==> config.mk <==
export PLATFORM = sky130hd
export DESIGN_NAME = ascon_aead128_ctrl
export DESIGN_NICKNAME = d
export VERILOG_FILES = /design/src/rtl/ascon_aead128_ctrl.sv
export SDC_FILE = /design/constraint.sdc
export NUM_CORES = 1
export LEC_CHECK = 0
export CORE_AREA = 2 2 511 513
export DETAILED_ROUTE_END_ITERATION = 6
export DIE_AREA = 0 0 513 515
export GPL_TIMING_DRIVEN = 0
export PLACE_DENSITY = 0.35
export SLEW_MARGIN = 20
export SYNTH_ARGS = -nofsm -noshare
export SYNTH_HDL_FRONTEND = slang
export SYNTH_SLANG_ARGS = --single-unit
==> constraint.sdc <==
create_clock -name clk -period 2.91 [get_ports clk]
set_clock_uncertainty 0.2 [all_clocks]
set_input_delay 0.7275 -clock clk [delete_from_list [all_inputs] [get_ports clk]]
set_output_delay 0.7275 -clock clk [all_outputs]
set_load 0.01 [all_outputs]
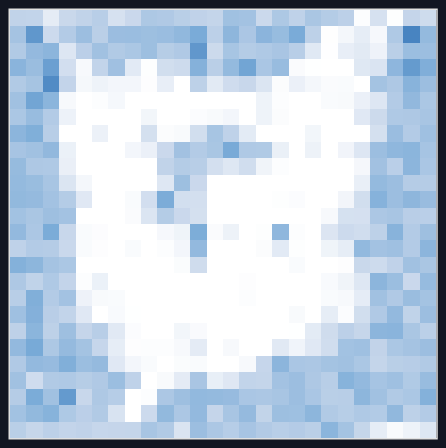
(placement density heat map)
The die is cut into 26 by 26 equal tiles; white is low, dark blue is high, 0 to 100% covered.
28% of the tiles are nearly empty. The densest ninth of the die: lower right. The emptiest ninth of the die: centre. The mean over all tiles is 20%. The fullest tile reaches 66%.
area of the core region: 259000 um^2
effective utilization at floorplan: 12.9%
final core utilization: 22.4%

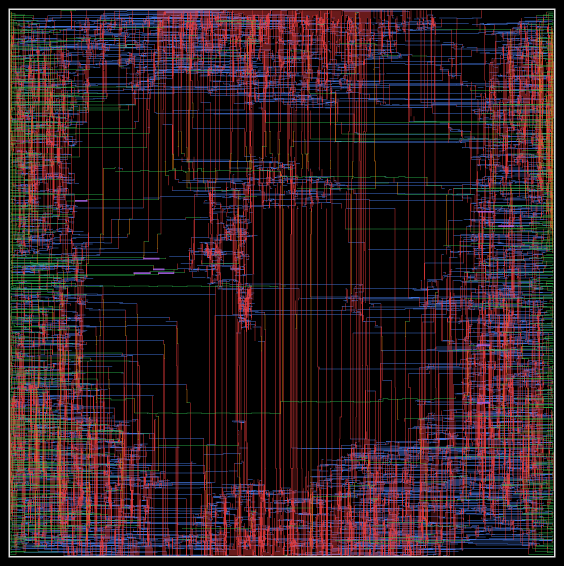
(metal layers overlaid)
Key: metal 3 = green [wire length 21.4 mm]; metal 4 = orange [wire length 5580 um]; metal 1 = blue [wire length 86.1 mm]; metal 2 = red [wire length 113 mm]; metal 5 = purple [wire length 110 um]
routed vias: 29700
wire length reported by the detailed router: 226 mm
global-route usage over all layers: 16.6%
detail-routed net length per standard cell: 27.8 um

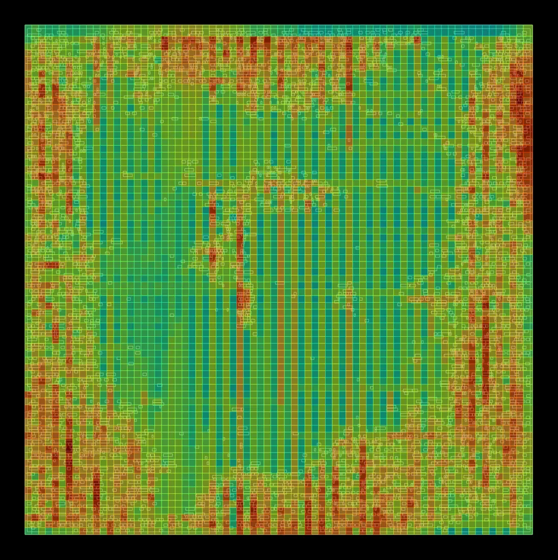
(routing congestion map)
met2 track utilization from global routing: 29.7%
met1 routing resource usage after global routing: 18.5%
met3 usage: 6.59%
GR peak layer: met2

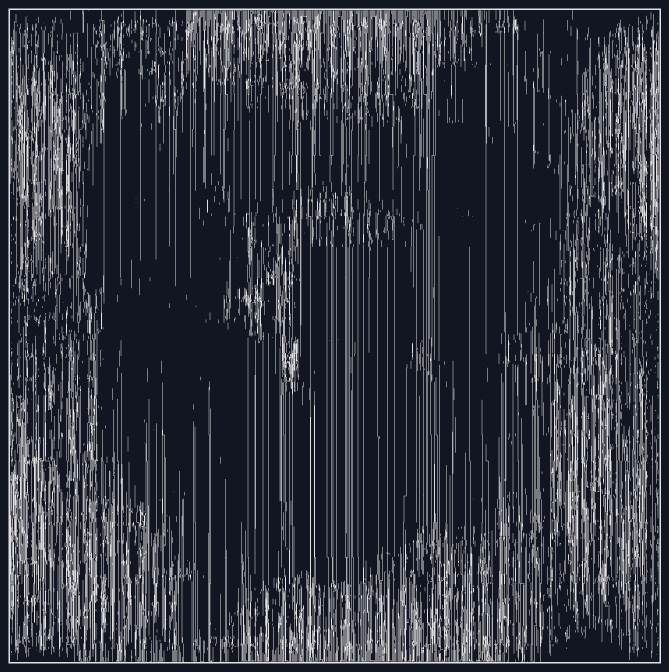
(met2 routing)
The layer carries 113 mm of wire. 4615 nets have wire on it. The wires run mostly vertical.

==> Flow_metrics.wiki <==
== Metrics ==
{| class="wikitable"
! Metric !! Value
|-
| Mean cell area of the mapped netlist || 10.7 um^2
|-
| Worst vdd rail ir drop || 0.499 mV
|-
| Biggest area consumer among synthesized cells || sky130_fd_sc_hd__dfrtp_1
|-
| TritonCTS Sinks || 804
|-
| Dominant cells by area after synthesis || sky130_fd_sc_hd__dfrtp_1 (60%), sky130_fd_sc_hd__nand2_1 (13%), sky130_fd_sc_hd__a22o_1 (6.7%)
|-
| Pin count of the biggest net entering global routing || 127
|-
| Cell breakdown of the critical path || clkbuf_8 -> nor3b_4 -> buf_12 -> clkbuf_16 -> buf_8 -> clkbuf_16 -> buf_8 -> and2_4 -> buf_6
|-
| Met1 routed wirelength after detailed routing || 86.1 mm
|-
| Final Hold Fails || 89
|-
| Data required time of the critical path || 1.98 ns
|-
| Most frequently placed logic cells in the final layout || sky130_fd_sc_hd__nand2_1 (1168), sky130_fd_sc_hd__clkdlybuf4s50_1 (1042), sky130_fd_sc_hd__dfrtp_1 (803)
|-
| Global-route wire length before repair || 298 mm
|-
| Initial antenna violation count || 92
|-
| Cell depth of the worst flop-to-flop path || 9
|-
| Post-layout min period || 3.55 ns
|-
| DRC violations left || 0
|-
| Drt pass-1 iters || 5
|-
| Violations in the final reports || hold timing, setup timing
|-
| Count of input and output buffers || 1313
|-
| Worst-case headroom to the max-slew limit || 42.9%
|-
| Category of cells accounting for the largest share of critical-path delay || buffers and inverters
|-
| Latest clock arrival within the worst-skew pair || 0.76 ns
|-
| Buffer depth of the longest clock path || 3
|-
| FFs w/ async S/R, synth || 100%
|-
| Most frequently used cell type in the post-synthesis netlist || sky130_fd_sc_hd__nand2_1
|-
| Post-placement cell area || 51100 um^2
|-
| Number of cells on the critical path || 9
|-
| OpenROAD warning count || 48
|-
| Slew at the pin with the worst max-slew slack || 0.857 ns
|-
| Max Freq || 0.281 GHz
|-
| Sequential area share after synthesis || 60.1%
|-
| Post-synth EDFFs || 0
|-
| Largest driver fanout on the critical path || 6
|-
| CP max stage cell || sky130_fd_sc_hd__dfrtp_1
|-
| Vias in the first global route || 31300
|-
| Count of cell types in the netlist || 42
|-
| Sum of buffers and inverters on the critical path || 7
|-
| Setup crit end kind || primary output
|-
| Summed negative setup slack over all endpoints || -125.81 ns
|-
| Total power draw || 43.1 mW
|-
| Final worst path period share || 122%
|-
| Place WS || -2.06 ns
|-
| Max Used Layer || met5
|-
| Drt via density || 3.64
|-
| Met2 layer wire length in the routed design || 113 mm
|-
| TritonCTS clock tree || built
|-
| Net total in the final layout || 5321
|-
| Synthesis-to-layout area growth || 72.8%
|-
| Clock H-tree levels || 3
|-
| Number of standard cells reported by yosys || 3123
|-
| Fraction of layout instances using a drive strength above 1 || 22.5%
|-
| Number of max-slew violations in the final report || 0
|-
| Master cell of the clock root buffer || sky130_fd_sc_hd__clkbuf_16
|-
| Path class of the lowest-slack min-delay path || in -> async
|-
| Number of setup buffers added after CTS || 59
|-
| Number of maximum-capacitance constraint violations || 0
|-
| Placed cell count || 7849
|-
| Reg-to-reg setup timing slack || 0.05 ns
|-
| Chip Width || 513 um
|-
| Portion of synthesized cell area occupied by the leading cell type || 60.1%
|-
| Site row count || 187
|-
| Sort of element at the start of the critical path || register
|-
| Post-synthesis chip area from yosys || 33500 um^2
|-
| Count of synthesis-stage warnings from yosys || 0
|-
| Net count after synthesis || 3790
|-
| Unrepaired setup endpoints after global routing || true
|-
| Final setup margin || -0.643 ns
|-
| Die Ht || 515 um
|-
| Number of buffers added by the clock tree synthesis step || 109
|-
| Leakage Power || 27.3 nW
|-
| Kind of critical path || reg -> out
|-
| Last weighted congestion value of the routability-driven placer || 0.846
|-
| Number of top-level pins || 1314
|-
| Clock slew at reported path FFs || 0.05 ns
|-
| Half-perimeter wire length after placement || 182 mm
|-
| Routed met3 length || 21.4 mm
|-
| Final non-filler cell area || 57800 um^2
|-
| Total of endpoints with negative setup slack in the final report || 258
|-
| Overflow left after global routing || 0
|-
| Synthesized cell area || 33500 um^2
|-
| Worst path max stage delay || 0.40 ns
|-
| Antenna violation net count after detailed routing || 0
|-
| DIE AREA || 264000 um^2
|-
| Cell Count, Final, Fillers Out || 8153
|-
| Crit path DAT || 2.63 ns
|-
| Cells after synthesis || 3123
|-
| Most frequently used flop master after synthesis || sky130_fd_sc_hd__dfrtp_1
|-
| Worst Hold Slack || -0.328 ns
|-
| Number of DRC violations after detailed-routing iteration 0 || 1587
|-
| Most frequent standard cell in the layout excluding fill and tap cells || sky130_fd_sc_hd__nand2_1
|-
| Result of the run || complete, but fails checks
|-
| Flop and latch count out of synthesis || 804
|-
| Gates resized, CTS repair || 1389
|-
| Power density over cell area || 745 nW/um^2
|-
| Synth top cells by count || sky130_fd_sc_hd__nand2_1 (1169), sky130_fd_sc_hd__dfrtp_1 (804), sky130_fd_sc_hd__a22o_1 (257), sky130_fd_sc_hd__and2_1 (257), sky130_fd_sc_hd__xor2_1 (112)
|}
power by group:
group | switching (mW) | internal (mW)
clock network | 5.89 | 8.70
registers | 1.60 | 13.5
logic | 6.48 | 6.90
cell type report:
| class | count | area (um^2) |
|---|---|---|
| flip-flops and latches | 804 | 20100 |
| clock inverters | 37 | 646 |
| clock buffers | 156 | 3170 |
| diodes | 15 | 37.5 |
| well taps | 3402 | 4260 |
| inverters | 9 | 46.3 |
| fillers | 28000 | 201000 |
| repair buffers | 1430 | 15100 |
| multi-input cells | 2112 | 13100 |
| plain buffers | 188 | 1410 |
kinds of logic after synthesis:
logic type	count (synthesis)	share of synthesized area, %
compound gates	291	7.33
xor+xnor	150	3.93
fa+ha+maj	3	0.112
buf+inv	207	2.89
flops	804	60.1
mux	145	6.01
simple gates	1523	19.6
Power and IR drop assume default switching activity.
